<file path="src/rtl/uart_ctrl_pkg.sv">
// Shared definitions for the UART command controller.
// Latency: n/a (package only).
// Backpressure: n/a; holds command codes, FSM states and frame length helper.
package uart_ctrl_pkg;

  // ASCII command bytes
  localparam logic [7:0] CMD_GO     = 8'h47;  // 'G' run counter
  localparam logic [7:0] CMD_HALT   = 8'h48;  // 'H' stop counter
  localparam logic [7:0] CMD_CLEAR  = 8'h43;  // 'C' clear counter
  localparam logic [7:0] CMD_QUERY  = 8'h51;  // 'Q' send count, MSB first
  localparam logic [7:0] CMD_ERRCLR = 8'h45;  // 'E' clear sticky flags

  typedef enum logic [2:0] {
    IDLE      = 3'd0,
    DECODE    = 3'd1,
    ECHO_TX   = 3'd2,
    ECHO_WAIT = 3'd3,
    RESP_TX   = 3'd4,
    RESP_WAIT = 3'd5
  } state_t;

  // Cycles between consecutive transmit start pulses: 10 bits per frame
  // (start + 8 data + stop) plus idle guard cycles.
  function automatic int unsigned frame_cycles(input int unsigned clks_per_bit,
                                               input int unsigned guard_cycles);
    return 10 * clks_per_bit + guard_cycles;
  endfunction

endpackage

</file>
<file path="src/rtl/uart_cmd_controller_timer.sv">
// tx_frame_timer: loadable down-counter pacing transmit start pulses.
// Latency: o_done pulses for one cycle in the first cycle the count reads zero,
//          i.e. i_value+1 cycles after the load cycle. Backpressure: none.
// Ports: clk, i_reset_n (async low), i_load, i_value, o_done.
module tx_frame_timer #(
  parameter int unsigned WIDTH = 8
) (
  input  logic             clk,
  input  logic             i_reset_n,
  input  logic             i_load,
  input  logic [WIDTH-1:0] i_value,
  output logic             o_done
);

  logic [WIDTH-1:0] cnt_q, cnt_d;
  logic             done_q, done_d;

  always_comb begin
    cnt_d  = cnt_q;
    done_d = 1'b0;
    if (i_load) begin
      cnt_d = i_value;
    end else if (cnt_q != '0) begin
      cnt_d  = cnt_q - WIDTH'(1);
      // Registered so the pulse coincides with the zero count.
      done_d = (cnt_q == WIDTH'(1));
    end
  end

  always_ff @(posedge clk or negedge i_reset_n) begin
    if (!i_reset_n) begin
      cnt_q  <= '0;
      done_q <= 1'b0;
    end else begin
      cnt_q  <= cnt_d;
      done_q <= done_d;
    end
  end

  assign o_done = done_q;

endmodule

</file>
<file path="src/rtl/uart_cmd_controller.sv">
// uart_cmd_controller: decodes single-byte ASCII commands from the UART
// receiver, drives counter enable/clear, and shares one transmitter between
// command echo and 4-byte count responses, pacing start pulses by time.
// Latency: effects and first o_tx_start 2 edges after the valid-edge sample.
// Backpressure: 1-deep hold register; a byte arriving while it is full is
// dropped and flagged on o_overrun.
// Ports: clk, i_reset_n, i_rx_data/i_rx_valid (RX), i_count (counter value),
//        o_count_enable/o_count_clear (counter), o_tx_data/o_tx_start/
//        o_tx_busy (TX), o_err/o_overrun (sticky flags).
module uart_cmd_controller
  import uart_ctrl_pkg::*;
#(
  parameter int unsigned CLKS_PER_BIT = 868,
  parameter int unsigned GUARD_CYCLES = 2,
  parameter int unsigned ECHO_EN      = 1
) (
  input  logic        clk,
  input  logic        i_reset_n,
  input  logic [7:0]  i_rx_data,
  input  logic        i_rx_valid,
  input  logic [31:0] i_count,
  output logic        o_count_enable,
  output logic        o_count_clear,
  output logic [7:0]  o_tx_data,
  output logic        o_tx_start,
  output logic        o_tx_busy,
  output logic        o_err,
  output logic        o_overrun
);

  localparam int unsigned FRAME = frame_cycles(CLKS_PER_BIT, GUARD_CYCLES);
  localparam int unsigned TW    = $clog2(FRAME + 1);
  // One TX cycle + (load value + 1) wait cycles = FRAME cycles per start.
  localparam logic [TW-1:0] WAIT_LOAD = TW'(FRAME - 2);

  state_t      state_q, state_d;
  logic        rx_prev_q;
  logic [7:0]  hold_q, hold_d;
  logic        hold_full_q, hold_full_d;
  logic [7:0]  cmd_q, cmd_d;
  logic [31:0] snap_q, snap_d;
  logic [1:0]  idx_q, idx_d;
  logic        enable_q, enable_d;
  logic        clear_q, clear_d;
  logic        err_q, err_d;
  logic        overrun_q, overrun_d;

  logic        rx_rise;
  logic        timer_load;
  logic        timer_done;
  logic [7:0]  resp_byte;

  assign rx_rise = i_rx_valid & ~rx_prev_q;

  tx_frame_timer #(.WIDTH(TW)) u_timer (
    .clk       (clk),
    .i_reset_n (i_reset_n),
    .i_load    (timer_load),
    .i_value   (WAIT_LOAD),
    .o_done    (timer_done)
  );

  // State register
  always_ff @(posedge clk or negedge i_reset_n) begin
    if (!i_reset_n) state_q <= IDLE;
    else            state_q <= state_d;
  end

  // Next-state logic
  always_comb begin
    state_d = state_q;
    case (state_q)
      IDLE:      if (hold_full_q) state_d = DECODE;
      DECODE: begin
        if (ECHO_EN != 0)            state_d = ECHO_TX;
        else if (cmd_q == CMD_QUERY) state_d = RESP_TX;
        else                         state_d = IDLE;
      end
      ECHO_TX:   state_d = ECHO_WAIT;
      ECHO_WAIT: if (timer_done) state_d = (cmd_q == CMD_QUERY) ? RESP_TX : IDLE;
      RESP_TX:   state_d = RESP_WAIT;
      RESP_WAIT: if (timer_done) state_d = (idx_q == 2'd3) ? IDLE : RESP_TX;
      default:   state_d = IDLE;
    endcase
  end

  // FSM outputs
  always_comb begin
    case (idx_q)
      2'd0:    resp_byte = snap_q[31:24];
      2'd1:    resp_byte = snap_q[23:16];
      2'd2:    resp_byte = snap_q[15:8];
      default: resp_byte = snap_q[7:0];
    endcase
    o_tx_start = 1'b0;
    o_tx_busy  = 1'b0;
    o_tx_data  = 8'h00;
    timer_load = 1'b0;
    case (state_q)
      ECHO_TX:   begin o_tx_start = 1'b1; o_tx_busy = 1'b1; o_tx_data = cmd_q; timer_load = 1'b1; end
      ECHO_WAIT: begin o_tx_busy = 1'b1; o_tx_data = cmd_q; end
      RESP_TX:   begin o_tx_start = 1'b1; o_tx_busy = 1'b1; o_tx_data = resp_byte; timer_load = 1'b1; end
      RESP_WAIT: begin o_tx_busy = 1'b1; o_tx_data = resp_byte; end
      default:   ;
    endcase
  end

  // Datapath: hold register, command decode, flags
  always_comb begin
    hold_d      = hold_q;
    hold_full_d = hold_full_q;
    cmd_d       = cmd_q;
    snap_d      = snap_q;
    idx_d       = idx_q;
    enable_d    = enable_q;
    clear_d     = 1'b0;
    err_d       = err_q;
    overrun_d   = overrun_q;

    if ((state_q == IDLE) && hold_full_q) begin
      cmd_d       = hold_q;
      hold_full_d = 1'b0;
    end

    if (state_q == DECODE) begin
      idx_d = 2'd0;
      case (cmd_q)
        CMD_GO:     enable_d = 1'b1;
        CMD_HALT:   enable_d = 1'b0;
        CMD_CLEAR:  clear_d  = 1'b1;
        CMD_QUERY:  snap_d   = i_count;
        CMD_ERRCLR: begin err_d = 1'b0; overrun_d = 1'b0; end
        default:    err_d    = 1'b1;
      endcase
    end

    if ((state_q == RESP_WAIT) && timer_done) idx_d = idx_q + 2'd1;

    // A full hold register drops the new byte even if it drains this cycle.
    // Placed after the decode so an overrun beats a same-cycle 'E' clear.
    if (rx_rise) begin
      if (hold_full_q) begin
        overrun_d = 1'b1;
      end else begin
        hold_d      = i_rx_data;
        hold_full_d = 1'b1;
      end
    end
  end

  always_ff @(posedge clk or negedge i_reset_n) begin
    if (!i_reset_n) begin
      rx_prev_q   <= 1'b0;
      hold_q      <= 8'h00;
      hold_full_q <= 1'b0;
      cmd_q       <= 8'h00;
      snap_q      <= 32'h0;
      idx_q       <= 2'd0;
      enable_q    <= 1'b0;
      clear_q     <= 1'b0;
      err_q       <= 1'b0;
      overrun_q   <= 1'b0;
    end else begin
      rx_prev_q   <= i_rx_valid;
      hold_q      <= hold_d;
      hold_full_q <= hold_full_d;
      cmd_q       <= cmd_d;
      snap_q      <= snap_d;
      idx_q       <= idx_d;
      enable_q    <= enable_d;
      clear_q     <= clear_d;
      err_q       <= err_d;
      overrun_q   <= overrun_d;
    end
  end

  assign o_count_enable = enable_q;
  assign o_count_clear  = clear_q;
  assign o_err          = err_q;
  assign o_overrun      = overrun_q;

endmodule

</file>
<file path="config.mk">
export PLATFORM = sky130hd
export DESIGN_NAME = uart_cmd_controller
export DESIGN_NICKNAME = d
export VERILOG_FILES = /design/src/rtl/uart_ctrl_pkg.sv /design/src/rtl/uart_cmd_controller_timer.sv /design/src/rtl/uart_cmd_controller.sv
export SDC_FILE = /design/constraint.sdc
export NUM_CORES = 1
export LEC_CHECK = 0
export ABC_AREA = 1
export CORE_MARGIN = 4
export CORE_UTILIZATION = 40
export CTS_BUF_LIST = sky130_fd_sc_hd__clkbuf_16
export CTS_CLUSTER_DIAMETER = 50
export DETAILED_ROUTE_END_ITERATION = 6
export GPL_TIMING_DRIVEN = 0
export HOLD_SLACK_MARGIN = 0.06
export PLACE_DENSITY = 0.59
export SLEW_MARGIN = 20
export SYNTH_ARGS = -nofsm -noshare
export SYNTH_HDL_FRONTEND = slang
export SYNTH_SLANG_ARGS = --single-unit
</file>
<file path="constraint.sdc">
create_clock -name clk -period 1.8 [get_ports clk]
set_input_delay 0.18 -clock clk [delete_from_list [all_inputs] [get_ports clk]]
set_output_delay 0.18 -clock clk [all_outputs]
set_load 0.02 [all_outputs]
</file>
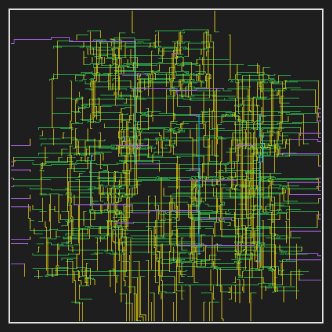
*Wiring by layer, run 1*
(3 px per um)
Key: M2 = yellow [wire length 4,110 um]; M1 = green [wire length 4,430 um]; M3 = purple [wire length 375 um]; M4 = cyan [wire length 155 um]

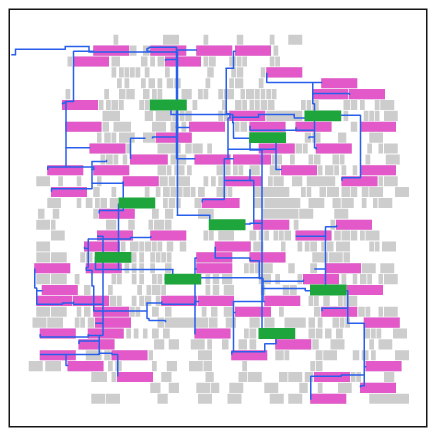
*Clock wires, drivers and flops, run 1*
(4 px per um)
Key: clock wires = blue [length 1,020 um]; clock-net drivers = green [count 9]; flip-flops = magenta [count 74]
Position of the flops: widely spread. There are 10 routed clock nets.

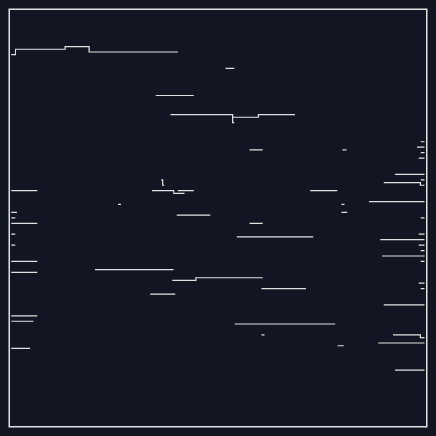
*The metal 3 layer, run 1*
(4 px per um)
The layer carries 375 um of wire. 45 nets have wire on it.

==> run notes, run 1 <==
run metrics: Routed Antenna Nets 0, Critical Path Fanout Max 8, status complete, but fails checks, setup violators final 8, Synth Net Count 500, failing checks negative setup slack, CP max stage cell dfrtp_2, die area 0.0108 mm^2, Non-clock buffer share 14.5%, Filler Cells Inserted 863, global-route wire length before repair 15.2 mm, Comb power frac 4.6%, Yosys Instances 451, nets@finish 570, synthesized area 0.00369 mm^2, grt ovf 0, MI comb area 0.00171 mm^2, gr busiest metal met2, WS Path Type flip-flop to output pin, Sequential Power 1.71 mW, Clock Skew 0.00533 ns, initial DRC count 137, post-synthesis simple-gate area fraction 25.4%, htree depth 3, cell mode on critical path buf_4, min setup slack post-route -0.0732 ns, largest net degree at the start of global routing 50, CTS Sinks 74, yosys warns 0, Top Metal Used met4, AO/OA Area Share 13.2%, met1 Use GR 24.8%, Die Wd 104 um, tool warnings 32, peak supply drop 0.473 mV, clock network area share 6.09%
==> run 1: cells in the mapped netlist <==
library cell	n	share of area (%)
buf_1	2	0.20
nor3_2	1	0.27
o31ai_1	1	0.20
buf_2	3	0.41
nand2_2	11	1.9
o211ai_1	11	2.2
and2_1	1	0.17
mux2_2	7	2.1
a21oi_1	18	2.4
o22ai_1	1	0.17
inv_1	37	3.8
nand2_1	133	14
o21a_1	1	0.20
dfrtp_1	74	50
o21bai_1	1	0.20
nand3_1	29	3.9
nand4_1	2	0.34
buf_8	1	0.41
inv_2	2	0.20
ha_1	6	2.0
buf_6	4	1.2
a31oi_1	1	0.17
nor2_8	1	0.54
o21ai_0	56	7.6
nor3_4	1	0.44
clkbuf_1	6	0.61
clkbuf_2	1	0.14
nor2_1	35	3.6
nor2_2	3	0.51
nand3b_1	1	0.20
==> run 1: cells in the final DEF, fill, tap and decap left out, types with 13 or more instances in the layout <==
cell / n
nand2_1: 123
dfrtp_1: 70
o21ai_0: 49
clkdlybuf4s50_1: 45
inv_1: 34
nor2_1: 33
nand3_1: 23
nand2_2: 19
a21oi_1: 16
buf_4: 13
==> run 1: path summary, 6_finish.rpt <==
path | start | end | cells after the start
min reg2reg | hold_q[5] | cmd_q[5] | 2
max | idx_q[0] | o_tx_data[3] | 7
max in group asynchronous | i_reset_n | state_q[1] | 3
min in group clk | i_rx_valid | rx_prev_q | 1
max reg2reg | u_timer.cnt_q[0] | u_timer.cnt_q[3] | 8
min | i_reset_n | snap_q[13] | 2
==> run 1: timing repair <==
item / CTS / global route
cloned: 0 / 0
endpoints found under the hold margin: 25 / 0
setup endpoints to repair: 10 / 45
hold buffers: 1 / 0
resized: 71 / 26
pin swaps: 3 / 5
buffers inserted: 3 / 2
==> run 1 -> run 2 <==
--- a/config.mk
+++ b/config.mk
@@ -17,4 +17,5 @@
 export SLEW_MARGIN = 20
 export SYNTH_ARGS = -nofsm -noshare
 export SYNTH_HDL_FRONTEND = slang
+export SYNTH_HIERARCHICAL = 1
 export SYNTH_SLANG_ARGS = --single-unit
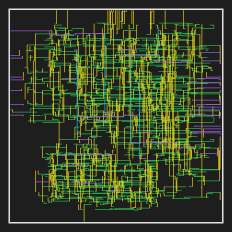
*Wiring by layer, run 2*
(2 px per um)
Key: M4 = cyan [wire length 181 um]; M2 = yellow [wire length 4,100 um]; M1 = green [wire length 4,820 um]; M3 = purple [wire length 506 um]

==> run 2 against run 1 <==
Against the previous run:
- the run still ends with negative setup slack left
- die area increased by 3.9%
- global-route usage increased by 0.36 points
- register-to-register slack got worse by 0.09 ns
- area after synthesis increased by 4.2%
- highest routed layer unchanged
- core utilization increased by 1.7 points
- critical path type unchanged
- total power increased by 89%
- clock power decreased by 3%
- maximum frequency increased by 1.1%
- largest power group is now combinational cells
- worst setup slack improved by 0.020 ns
- flip-flop count unchanged
==> run notes, run 2 <==
run metrics: dominant cell by count in the synthesized netlist nand2_1, Yosys Instances 491, most instantiated logic cells after routing nand2_1 (138), dfrtp_1 (70), inv_1 (61), Critical Path Fanout Max 8, cell mode on critical path nand2_1, MI comb area 0.00186 mm^2, largest net degree at the start of global routing 56, Clock Skew 0.0110 ns, peak supply drop 0.568 mV, status complete, but fails checks, most frequent logic cell in the layout nand2_1, min setup slack post-route -0.0532 ns, FFs w/ async S/R, synth 100%, Die Wd 106 um, failing checks negative setup slack, CP max stage cell dfrtp_2, setup violators final 7, most frequent cells after synthesis nand2_1 (142), dfrtp_1 (74), inv_1 (68), final wirelength 9.61 mm, Most common reg cell dfrtp_1, WS Path Type flip-flop to output pin, Filler Cells Inserted 871, Comb power frac 37.7%, vias in the first global route 3,130, htree depth 3, synthesized area 0.00384 mm^2, yosys warns 6, Cell Int Power 4.33 mW, EDFF count, synth 0, tool warnings 32, Final Slew Violations 0, grt ovf 0, CTS Sinks 74, nets@finish 633, leading area contributor after synthesis dfrtp_1, Routed Antenna Nets 0, Largest cells by area dfrtp_1 (48%), nand2_1 (14%), inv_1 (6.6%)
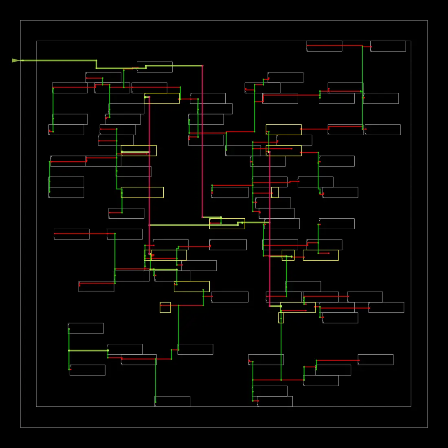
*Clock routing, run 2*
clock buf count: 9
P_clk: 1.72 mW
Worst-Skew Late Latency: 0.33 ns

[run 2: cells by family (layout without fill, tap and decap cells)]
| family | Yosys count | count (layout) | synth area share [%] |
|---|---|---|---|
| simple gates | 218 | 218 | 23.5 |
| flops | 74 | 74 | 48.2 |
| other cells | 2 | 14 | 0.196 |
| buf+inv | 84 | 169 | 9.42 |
| fa+ha+maj | 6 | 6 | 1.95 |
| mux | 9 | 9 | 2.64 |
| compound gates | 97 | 97 | 13.8 |
| xor+xnor | 1 | 1 | 0.228 |
[run 2: routing by layer]
metal	GRT usage, %	wire length [um]	up-vias
met2	25.8	4100	78
li1	-	-	1736
met4	6.85	180	0
met1	25.5	4820	1522
met5	0	0	-
met3	3.95	505	14
[run 2: timing repair]
action | CTS | global route
hold buffers | 1 | 0
pin swaps | 6 | 6
cloned | 1 | 0
gates resized | 90 | 19
buffers inserted | 7 | 6
setup endpoints to repair | 21 | 25
hold endpoints to repair | 19 | 0
[run 2: layout make-up]
| class | instances | area share (%) |
|---|---|---|
| Buffer | 13 | 2.24 |
| Clock buffer | 9 | 4.29 |
| Clock inverter | 6 | 1.15 |
| Inverter | 69 | 5.18 |
| Multi-Input combinational cell | 345 | 35.4 |
| Sequential cell | 74 | 35.4 |
| Tap cell | 129 | 3.08 |
| Timing Repair Buffer | 72 | 13.3 |
[run 2: worst paths after layout]
check                           startpoint  slack, ns                end  depth (start not counted)
max in group asynchronous        i_reset_n       0.95         state_q[2]                          3
min in group clk                i_rx_valid       0.32          rx_prev_q                          1
worst min register to register   hold_q[5]       0.47           cmd_q[5]                          2
worst max-delay path              idx_q[0]      -0.05       o_tx_data[4]                          7
worst min-delay path             i_reset_n       0.28         snap_q[14]                          2
worst max register to register  state_q[1]       0.09  u_timer/cnt_q[12]                          9
==> run 2 -> run 3 <==
--- a/config.mk
+++ b/config.mk
@@ -6,6 +6,7 @@
 export NUM_CORES = 1
 export LEC_CHECK = 0
 export ABC_AREA = 1
+export CORE_ASPECT_RATIO = 1.25
 export CORE_MARGIN = 4
 export CORE_UTILIZATION = 40
 export CTS_BUF_LIST = sky130_fd_sc_hd__clkbuf_16
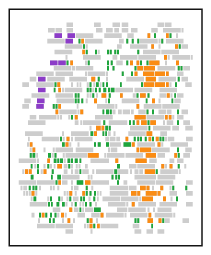
*Gate-type map, run 3*
(2 px per um)
Key: mux cells = purple [cells 9, most used mux2_2, where top left]; nand cells = green [cells 165, most used nand2_1]; aoi and oai cells = orange [cells 96, most used o21ai_0]

==> run 3 against run 2 <==
Against the previous run:
- the run still ends with negative setup slack left
- global-route usage increased by 0.73 points
- sequential power is essentially flat
- synthesized cell count stayed put
- design area fell by 0.53%
- highest routed layer unchanged
==> run notes, run 3 <==
run metrics: Final Slew Violations 0, vias in the first global route 3,391, CP max stage cell dfrtp_2, Comb power frac 36.3%, htree depth 3, dominant cell by count in the synthesized netlist nand2_1, total setup buffers inserted after CTS 4, gr busiest metal met2, setup violators final 8, power per cell area 1350 mW/mm^2, main logic family after synthesis simple AND/OR/NAND/NOR gates, final wirelength 9.61 mm, Adder Area Share 1.96%, grt ovf 0, die area 0.0112 mm^2, Largest cells by area dfrtp_1 (48%), nand2_1 (14%), inv_1 (6.6%), status complete, but fails checks, Yosys Instances 491, Die Wd 95.6 um, crit path capture o_tx_data[4], met2 Usage GRT 30.6%, metal2 WL 4.64 mm, Worst-Skew Late Latency 0.34 ns, yosys warns 6, peak supply drop 0.580 mV, Critical Path Fanout Max 5, EDFF count, synth 0, reg2reg path depth 8, Routed Antenna Nets 0, Reg2Reg Setup Slack 0.17 ns, met1 wire length 4.12 mm, CTS Sinks 74, hold buffer count at CTS 1, most frequent logic cell in the layout nand2_1, Top cell area share 48.2%, largest net degree at the start of global routing 41, Stages on worst setup path 6, nets@finish 624, FF-to-FF End u_timer/cnt_q[5], RR Startpoint state_q[2], failing checks negative setup slack, Top Metal Used met4, synthesized area 0.00384 mm^2, Global Route met3 Usage 3.32%, Clock Skew 0.00491 ns, WS Path Type flip-flop to output pin, clk root buf clkbuf_16, tool warnings 32, MUX area fraction 2.64%, cell mode on critical path nand2_1, min setup slack post-route -0.0426 ns, met1 Use GR 22.1%, FFs w/ async S/R, synth 100%, Filler Cells Inserted 872, AO/OA Area Share 13.8%, leading area contributor after synthesis dfrtp_1, Cell Int Power 4.47 mW, Hold Crit Depth 1, most frequent cells after synthesis nand2_1 (142), dfrtp_1 (74), inv_1 (68), post-synthesis simple-gate area fraction 23.5%, most instantiated logic cells after routing nand2_1 (140), dfrtp_1 (70), inv_1 (61), Met3 Routed Length 413 um
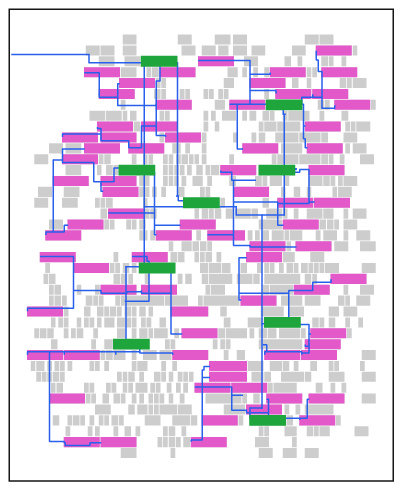
*Clock wires, drivers and flops, run 3*
(4 px per um)
Key: clock-net drivers = green [count 9]; flip-flops = magenta [count 74]; clock wires = blue [length 1,020 um]
Position of the flops: widely spread. There are 10 routed clock nets.

==> run 3: power groups by stage <==
stage	combinational [mW]	clock (mW)	sequential [mW]
3_3_place_gp	2.39	0	2.59
5_1_grt	2.94	1.99	2.69
6_report	2.56	1.88	2.61
4_1_cts	2.51	1.92	2.58
2_1_floorplan	1.70	0	2.52
3_5_place_dp	2.44	0	2.60
==> run 3: kinds of logic after synthesis <==
family,after synthesis
other,2
DFF,74
xor gates and xnor gates,1
AOI/OAI and AO/OA,97
buffers and inverters,84
adders and majority gates,6
and+or+nand+nor,218
muxes,9
==> run 3: final cells by class <==
cell class,instances,area [um^2],share of cell area [%]
multi-input cells,345,1880,36.0
flip-flops and latches,74,1860,35.6
repair buffers,63,629,12.1
inverters,69,269,5.16
clock buffers,9,225,4.32
well taps,123,154,2.95
plain buffers,13,118,2.25
clock inverters,7,85.1,1.63
==> run 3: worst min-delay path by stage <==
stage                from        end  slack, ns
3_3_place_gp    hold_q[4]   cmd_q[4]       0.46
5_1_grt        i_rx_valid  rx_prev_q       0.33
6_report       i_rx_valid  rx_prev_q       0.31
2_1_floorplan   i_reset_n   cmd_q[0]      -0.12
3_5_place_dp    i_reset_n  snap_q[3]       0.17
4_1_cts        i_rx_valid  rx_prev_q       0.31
==> run 3: stage by stage <==
step	total power, mW	hold slack [ns]	TNS (ns)	worst slack [ns]	cell area, um^2
2_1_floorplan	4.22	-0.116	0	0.0580	3890
3_3_place_gp	4.98	0.463	-157.96	-2.08	4600
3_5_place_dp	5.04	0.171	-4.65	-0.571	4620
4_1_cts	7.00	0.310	-0.176	-0.0400	5090
5_1_grt	7.62	0.329	-0.744	-0.112	5220
6_report	7.05	0.312	-0.242	-0.0426	5220
Power is estimated from default activity; no workload was simulated.
